[config.mk]
export PLATFORM = sky130hd
export DESIGN_NAME = frame_host_link
export DESIGN_NICKNAME = d
export VERILOG_FILES = /design/src/rtl/frame_link_pkg.sv /design/src/rtl/frame_destuffer.sv /design/src/rtl/frame_host_link.sv
export SDC_FILE = /design/constraint.sdc
export NUM_CORES = 1
export LEC_CHECK = 0
export CAP_MARGIN = 25
export CORE_ASPECT_RATIO = 0.75
export CORE_MARGIN = 5
export CORE_UTILIZATION = 25
export DETAILED_ROUTE_END_ITERATION = 7
export MAX_ROUTING_LAYER = met4
export PLACE_DENSITY = 0.54
export SLEW_MARGIN = 30
export SYNTH_ARGS = -nofsm -noshare
export SYNTH_HDL_FRONTEND = slang
export SYNTH_SLANG_ARGS = --single-unit
[constraint.sdc]
create_clock -name clk -period 4.5 [get_ports clk]
set_input_delay 0.675 -clock clk [delete_from_list [all_inputs] [get_ports clk]]
set_output_delay 0.675 -clock clk [all_outputs]
set_load 0.01 [all_outputs]
[src/rtl/frame_link_pkg.sv]
// Shared constants, status codes and FSM encoding for the host side of the serial frame link.
package frame_link_pkg;

  localparam logic [7:0] START_BYTE = 8'h06;
  localparam logic [7:0] END_BYTE   = 8'h07;
  localparam logic [7:0] ESC_BYTE   = 8'h14;
  localparam logic [7:0] ESC_XOR    = 8'h20;
  localparam logic [7:0] OKAY_BYTE  = 8'h05;
  localparam logic [7:0] ERROR_BYTE = 8'h04;
  localparam logic [7:0] FATAL_BYTE = 8'h08;

  typedef enum logic [1:0] {
    ST_OK      = 2'd0,
    ST_ERROR   = 2'd1,
    ST_FATAL   = 2'd2,
    ST_TIMEOUT = 2'd3
  } send_status_e;

  typedef enum logic [2:0] {
    S_IDLE,
    S_TX_FRAME,
    S_WAIT_ACK,
    S_RX_FRAME,
    S_TX_REPLY
  } state_e;

  function automatic logic needs_escape(input logic [7:0] b);
    return (b == START_BYTE) || (b == END_BYTE) || (b == ESC_BYTE);
  endfunction

endpackage

[src/rtl/frame_destuffer.sv]
// Receive-side frame decoder: un-escapes incoming bytes, collects the payload and
// reports END/overflow together with whether the reply should be OKAY.
module frame_destuffer
  import frame_link_pkg::*;
#(
  parameter int FRAME_SIZE = 16
) (
  input  logic                    clk,
  input  logic                    rst_n,
  input  logic                    clear_i,
  input  logic                    byte_valid_i,
  input  logic [7:0]              byte_i,
  output logic                    done_o,
  output logic                    reply_ok_o,
  output logic [FRAME_SIZE*8-1:0] frame_o,
  output logic                    frame_valid_o
);

  localparam int CW = $clog2(FRAME_SIZE + 1);

  logic                    esc_q, esc_d;
  logic [CW-1:0]           cnt_q, cnt_d;
  logic [FRAME_SIZE*8-1:0] acc_q, acc_d;
  logic [FRAME_SIZE*8-1:0] frame_q, frame_d;
  logic                    frame_valid_q, frame_valid_d;
  logic [7:0]              data_byte;

  // NOTE: every combinational output gets a default first so no path can infer a latch.
  always_comb begin
    esc_d         = esc_q;
    cnt_d         = cnt_q;
    acc_d         = acc_q;
    frame_d       = frame_q;
    frame_valid_d = 1'b0;
    done_o        = 1'b0;
    reply_ok_o    = 1'b0;
    data_byte     = esc_q ? (byte_i ^ ESC_XOR) : byte_i;

    if (clear_i) begin
      esc_d = 1'b0;
      cnt_d = '0;
    end else if (byte_valid_i) begin
      if (!esc_q && byte_i == ESC_BYTE) begin
        esc_d = 1'b1;
      end else if (!esc_q && byte_i == START_BYTE) begin
        cnt_d = '0;
      end else if (!esc_q && byte_i == END_BYTE) begin
        done_o = 1'b1;
        cnt_d  = '0;
        if (cnt_q == CW'(FRAME_SIZE)) begin
          reply_ok_o    = 1'b1;
          frame_d       = acc_q;
          frame_valid_d = 1'b1;
        end
      end else begin
        esc_d = 1'b0;
        // A data byte beyond the payload length aborts the frame right away.
        if (cnt_q == CW'(FRAME_SIZE)) begin
          done_o = 1'b1;
          cnt_d  = '0;
        end else begin
          acc_d[8*cnt_q +: 8] = data_byte;
          cnt_d               = cnt_q + CW'(1);
        end
      end
    end
  end

  // NOTE: the payload registers are plain flops and rx_frame must read zero after reset,
  // so they are reset along with the control state.
  always_ff @(posedge clk or negedge rst_n) begin
    if (!rst_n) begin
      esc_q         <= 1'b0;
      cnt_q         <= '0;
      acc_q         <= '0;
      frame_q       <= '0;
      frame_valid_q <= 1'b0;
    end else begin
      // NOTE: sequential state uses non-blocking assignments so all flops update together.
      esc_q         <= esc_d;
      cnt_q         <= cnt_d;
      acc_q         <= acc_d;
      frame_q       <= frame_d;
      frame_valid_q <= frame_valid_d;
    end
  end

  assign frame_o       = frame_q;
  assign frame_valid_o = frame_valid_q;

endmodule

[src/rtl/frame_host_link.sv]
// Host-side initiator of the serial frame link: stuffs and sends frames, waits for the
// device confirmation, and answers device frames. Optional RETRY_EN macro enables resends.
module frame_host_link
  import frame_link_pkg::*;
#(
  parameter int FRAME_SIZE  = 16,
  parameter int ACK_TIMEOUT = 100000
`ifdef RETRY_EN
  ,
  parameter int MAX_RETRY   = 3
`endif
) (
  input  logic                    clk,
  input  logic                    rst_n,
  input  logic [FRAME_SIZE*8-1:0] send_frame,
  input  logic                    send_valid,
  output logic                    send_ready,
  output logic                    send_done,
  output logic [1:0]              send_status,
  output logic [FRAME_SIZE*8-1:0] rx_frame,
  output logic                    rx_frame_valid,
  output logic [7:0]              tx_data,
  output logic                    tx_req,
  input  logic                    tx_load,
  input  logic [7:0]              rx_data,
  input  logic                    rx_store
);

  localparam int IW = $clog2(FRAME_SIZE + 1);
  localparam int TW = $clog2(ACK_TIMEOUT + 1);

  state_e                  state_q, state_d;
  logic [FRAME_SIZE*8-1:0] frame_q, frame_d;
  logic [IW-1:0]           idx_q, idx_d;
  logic                    tx_esc_q, tx_esc_d;
  logic [7:0]              tx_data_q, tx_data_d;
  logic                    tx_req_q, tx_req_d;
  logic [TW-1:0]           timer_q, timer_d;
  logic                    send_ready_q, send_ready_d;
  logic                    send_done_q, send_done_d;
  logic [1:0]              send_status_q, send_status_d;
`ifdef RETRY_EN
  localparam int RW = $clog2(MAX_RETRY + 1);
  logic [RW-1:0]           retry_q, retry_d;
`endif

  logic         rx_clear, rx_byte_valid, rx_done, rx_ok;
  logic         ack_fail;
  send_status_e fail_status;
  logic [7:0]   cur_byte;

  assign rx_byte_valid = (state_q == S_RX_FRAME) && rx_store;

  frame_destuffer #(.FRAME_SIZE(FRAME_SIZE)) u_destuffer (
    .clk          (clk),
    .rst_n        (rst_n),
    .clear_i      (rx_clear),
    .byte_valid_i (rx_byte_valid),
    .byte_i       (rx_data),
    .done_o       (rx_done),
    .reply_ok_o   (rx_ok),
    .frame_o      (rx_frame),
    .frame_valid_o(rx_frame_valid)
  );

  always_comb begin
    state_d       = state_q;
    frame_d       = frame_q;
    idx_d         = idx_q;
    tx_esc_d      = tx_esc_q;
    tx_data_d     = tx_data_q;
    tx_req_d      = tx_req_q;
    timer_d       = timer_q;
    send_done_d   = 1'b0;
    send_status_d = send_status_q;
    rx_clear      = 1'b0;
    ack_fail      = 1'b0;
    fail_status   = ST_ERROR;
    cur_byte      = (idx_q < IW'(FRAME_SIZE)) ? frame_q[8*idx_q +: 8] : 8'h00;
`ifdef RETRY_EN
    retry_d       = retry_q;
`endif

    case (state_q)
      S_IDLE: begin
        if (rx_store && rx_data == START_BYTE) begin
          state_d  = S_RX_FRAME;
          rx_clear = 1'b1;
        end else if (send_valid && send_ready_q) begin
          frame_d   = send_frame;
          state_d   = S_TX_FRAME;
          tx_req_d  = 1'b1;
          tx_data_d = START_BYTE;
          idx_d     = '0;
          tx_esc_d  = 1'b0;
`ifdef RETRY_EN
          retry_d   = '0;
`endif
        end
      end
      S_TX_FRAME: begin
        // tx_data_q only equals END after the whole payload; escaped bytes never produce it.
        if (tx_load) begin
          if (tx_data_q == END_BYTE) begin
            state_d  = S_WAIT_ACK;
            tx_req_d = 1'b0;
            timer_d  = '0;
          end else if (tx_esc_q) begin
            tx_data_d = cur_byte ^ ESC_XOR;
            tx_esc_d  = 1'b0;
            idx_d     = idx_q + IW'(1);
          end else if (idx_q == IW'(FRAME_SIZE)) begin
            tx_data_d = END_BYTE;
          end else if (needs_escape(cur_byte)) begin
            tx_data_d = ESC_BYTE;
            tx_esc_d  = 1'b1;
          end else begin
            tx_data_d = cur_byte;
            idx_d     = idx_q + IW'(1);
          end
        end
      end
      S_WAIT_ACK: begin
        if (rx_store && rx_data == OKAY_BYTE) begin
          state_d       = S_IDLE;
          send_done_d   = 1'b1;
          send_status_d = ST_OK;
        end else if (rx_store && rx_data == FATAL_BYTE) begin
          state_d       = S_IDLE;
          send_done_d   = 1'b1;
          send_status_d = ST_FATAL;
        end else if (rx_store && rx_data == ERROR_BYTE) begin
          ack_fail    = 1'b1;
          fail_status = ST_ERROR;
        end else if (timer_q == TW'(ACK_TIMEOUT - 1)) begin
          ack_fail    = 1'b1;
          fail_status = ST_TIMEOUT;
        end else begin
          timer_d = timer_q + TW'(1);
        end
      end
      S_RX_FRAME: begin
        if (rx_done) begin
          state_d   = S_TX_REPLY;
          tx_req_d  = 1'b1;
          tx_data_d = rx_ok ? OKAY_BYTE : ERROR_BYTE;
        end
      end
      S_TX_REPLY: begin
        if (tx_load) begin
          state_d  = S_IDLE;
          tx_req_d = 1'b0;
        end
      end
      default: state_d = S_IDLE;
    endcase

    if (ack_fail) begin
`ifdef RETRY_EN
      if (retry_q < RW'(MAX_RETRY)) begin
        retry_d   = retry_q + RW'(1);
        state_d   = S_TX_FRAME;
        tx_req_d  = 1'b1;
        tx_data_d = START_BYTE;
        idx_d     = '0;
        tx_esc_d  = 1'b0;
      end else begin
        state_d       = S_IDLE;
        send_done_d   = 1'b1;
        send_status_d = fail_status;
      end
`else
      state_d       = S_IDLE;
      send_done_d   = 1'b1;
      send_status_d = fail_status;
`endif
    end

    send_ready_d = (state_d == S_IDLE);
  end

  always_ff @(posedge clk or negedge rst_n) begin
    if (!rst_n) begin
      state_q       <= S_IDLE;
      frame_q       <= '0;
      idx_q         <= '0;
      tx_esc_q      <= 1'b0;
      tx_data_q     <= 8'h00;
      tx_req_q      <= 1'b0;
      timer_q       <= '0;
      send_ready_q  <= 1'b0;
      send_done_q   <= 1'b0;
      send_status_q <= 2'd0;
`ifdef RETRY_EN
      retry_q       <= '0;
`endif
    end else begin
      state_q       <= state_d;
      frame_q       <= frame_d;
      idx_q         <= idx_d;
      tx_esc_q      <= tx_esc_d;
      tx_data_q     <= tx_data_d;
      tx_req_q      <= tx_req_d;
      timer_q       <= timer_d;
      send_ready_q  <= send_ready_d;
      send_done_q   <= send_done_d;
      send_status_q <= send_status_d;
`ifdef RETRY_EN
      retry_q       <= retry_d;
`endif
    end
  end

  assign send_ready  = send_ready_q;
  assign send_done   = send_done_q;
  assign send_status = send_status_q;
  assign tx_data     = tx_data_q;
  assign tx_req      = tx_req_q;

endmodule

==> images/metal_stack.png <==
Only two layers are drawn.
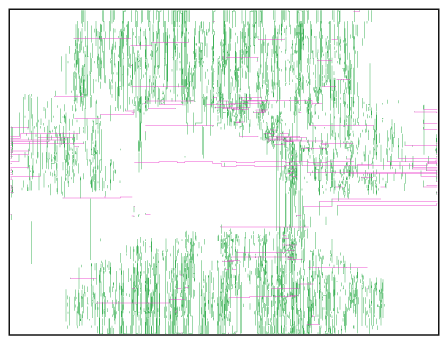
- magenta: met3 (wire length 2740 um)
- green: met2 (wire length 24.0 mm)
via total after detailed routing: 12000
total routed wirelength: 52.0 mm
Total Routing Usage GR: 13.5%
routed length per placed instance: 19.4 um

==> images/port_nets.png <==
The bar under the picture is 100 um long.
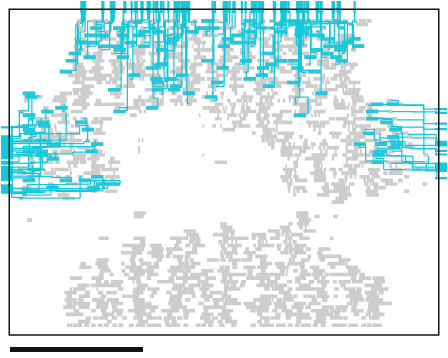
- cyan: `rx_frame` (bits 128; direction output; edge 84 top, 29 left, 15 right; end cells 128; buffers 128; wire 6540 um)

==> images/registers.png <==
The bar under the picture is 100 um long. Other sequential cells in the stronger gray, the rest of the logic in the fainter gray.
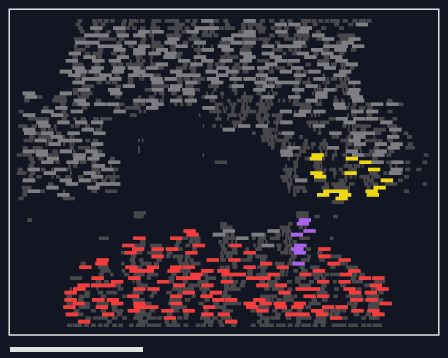
- purple: `tx_data` (flops 8)
- red: `frame_q` (flops 128)
- yellow: `timer_q` (flops 17; where right middle)
- not colored: 277
power of the sequential group: 4970 uW
sequential share of cell area: 45.1%

==> images/final_congestion.png <==
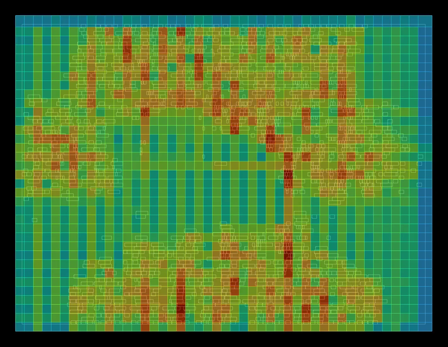
met1 layer usage reported by global route: 18.5%
routing layer with the top usage in global route: met2
post-route core utilization: 33.2%
met3 Usage GRT: 3.29%

[area by class of cell]
cell class,count,area (um2)
fill,7146,48000
sequential,430,10800
multi-input combinational,837,6990
timing repair buffer,319,3190
clock buffer,71,1420
tap,957,1200
inverter,38,143
clock inverter,13,139
antenna,7,17.5
[metrics by stage]
step	hold slack [ns]	instances	total power [uW]	area (um2)	setup slack, ns
CTS	0.134	2665	12100	23800	0.886
floorplan	0.379	1375	6970	18200	1.50
global route	0.192	2672	12700	23900	0.693
global placement	0.456	2581	8070	22300	0.626
finish	0.137	2672	11900	23900	0.882
detailed placement	0.465	2581	8150	22300	0.504
[where the power goes]
group / internal [uW] / switching [uW] / total, uW
Combinational: 1550 / 1530 / 3080
Clock: 2290 / 1600 / 3890
Sequential: 4550 / 415 / 4970
Total: 8390 / 3550 / 11900
[worst max-delay path: cells and delay by family, from the launching register on]
kind                   cells  cell delay, ns
multiplexers               1            0.51
flip-flops                 1            0.71
buffers and inverters      1            0.26
AND-OR/OR-AND              4            1.36
AND/OR/NAND/NOR            3            0.66
[per-layer routing]
metal / vias to the layer above / track usage (%) / share of wire (%)
met1: 6167 / 18.5 / 47
met2: 262 / 20.4 / 46
met5: - / - / 0
li1: 5487 / - / -
met4: 0 / 3.28 / 1.8
met3: 66 / 3.29 / 5.3
[state kept, by name, indices dropped and copies added (netlist names)]
signal                     cells
tx_data                        8
u_destuffer.acc_q            128
u_destuffer.cnt_q              5
tx_req                         1
u_destuffer.frame_o          128
send_status                    2
u_destuffer.frame_valid_o      1
send_done                      1
state_q                        3
timer_q                       17
tx_esc_q                       1
frame_q                      128
idx_q                          5
u_destuffer.esc_q              1
send_ready                     1
==> impl_metrics.csv <==
group,metric,value,unit
critical_path,crit_end,"idx_q[3]",
run_status,run_status,"finished clean",
yosys,post-synth-top-area-cell,"sky130_fd_sc_hd__dfrtp_1",
critical_path,worstSetupStartpointType,"register",
critical_path,worst-r2r-setup-slack,0.88,ns
yosys,synthesis.yosys.warnings,0,
min_path,hp-class,"input pin to async pin",
yosys,post_synth_mux_area_share,24.0,%
critical_path,regToRegEndpoint,"idx_q[3]",
yosys,topCombFamilyByArea,"multiplexers",
power,vdd_drop_max,0.000210,V
yosys,share_of_synthesized_cell_area_in_full_adder_half_adder_and_majority_cells,0.689,%
yosys,syn_std_cell_area,0.0182,mm2
yosys,synth.top_cells.by_area,"sky130_fd_sc_hd__dfrtp_1, sky130_fd_sc_hd__mux2_2, sky130_fd_sc_hd__mux4_2",
clock_network,clk_path_buf_depth,3,
global_route,grt_max_degree,130,
yosys,synth_sequential_area_ratio,59.2,%
place,dp_wirelength,37.8,mm
critical_path,critical-path-slowest-cell,"sky130_fd_sc_hd__dfrtp_2",
critical_path,worst_ep_arrival_time,4.08,ns
clock_network,post-cts-setup-buffer-count,0,
Power figures rest on the tool's default switching activity, not on a simulated workload.
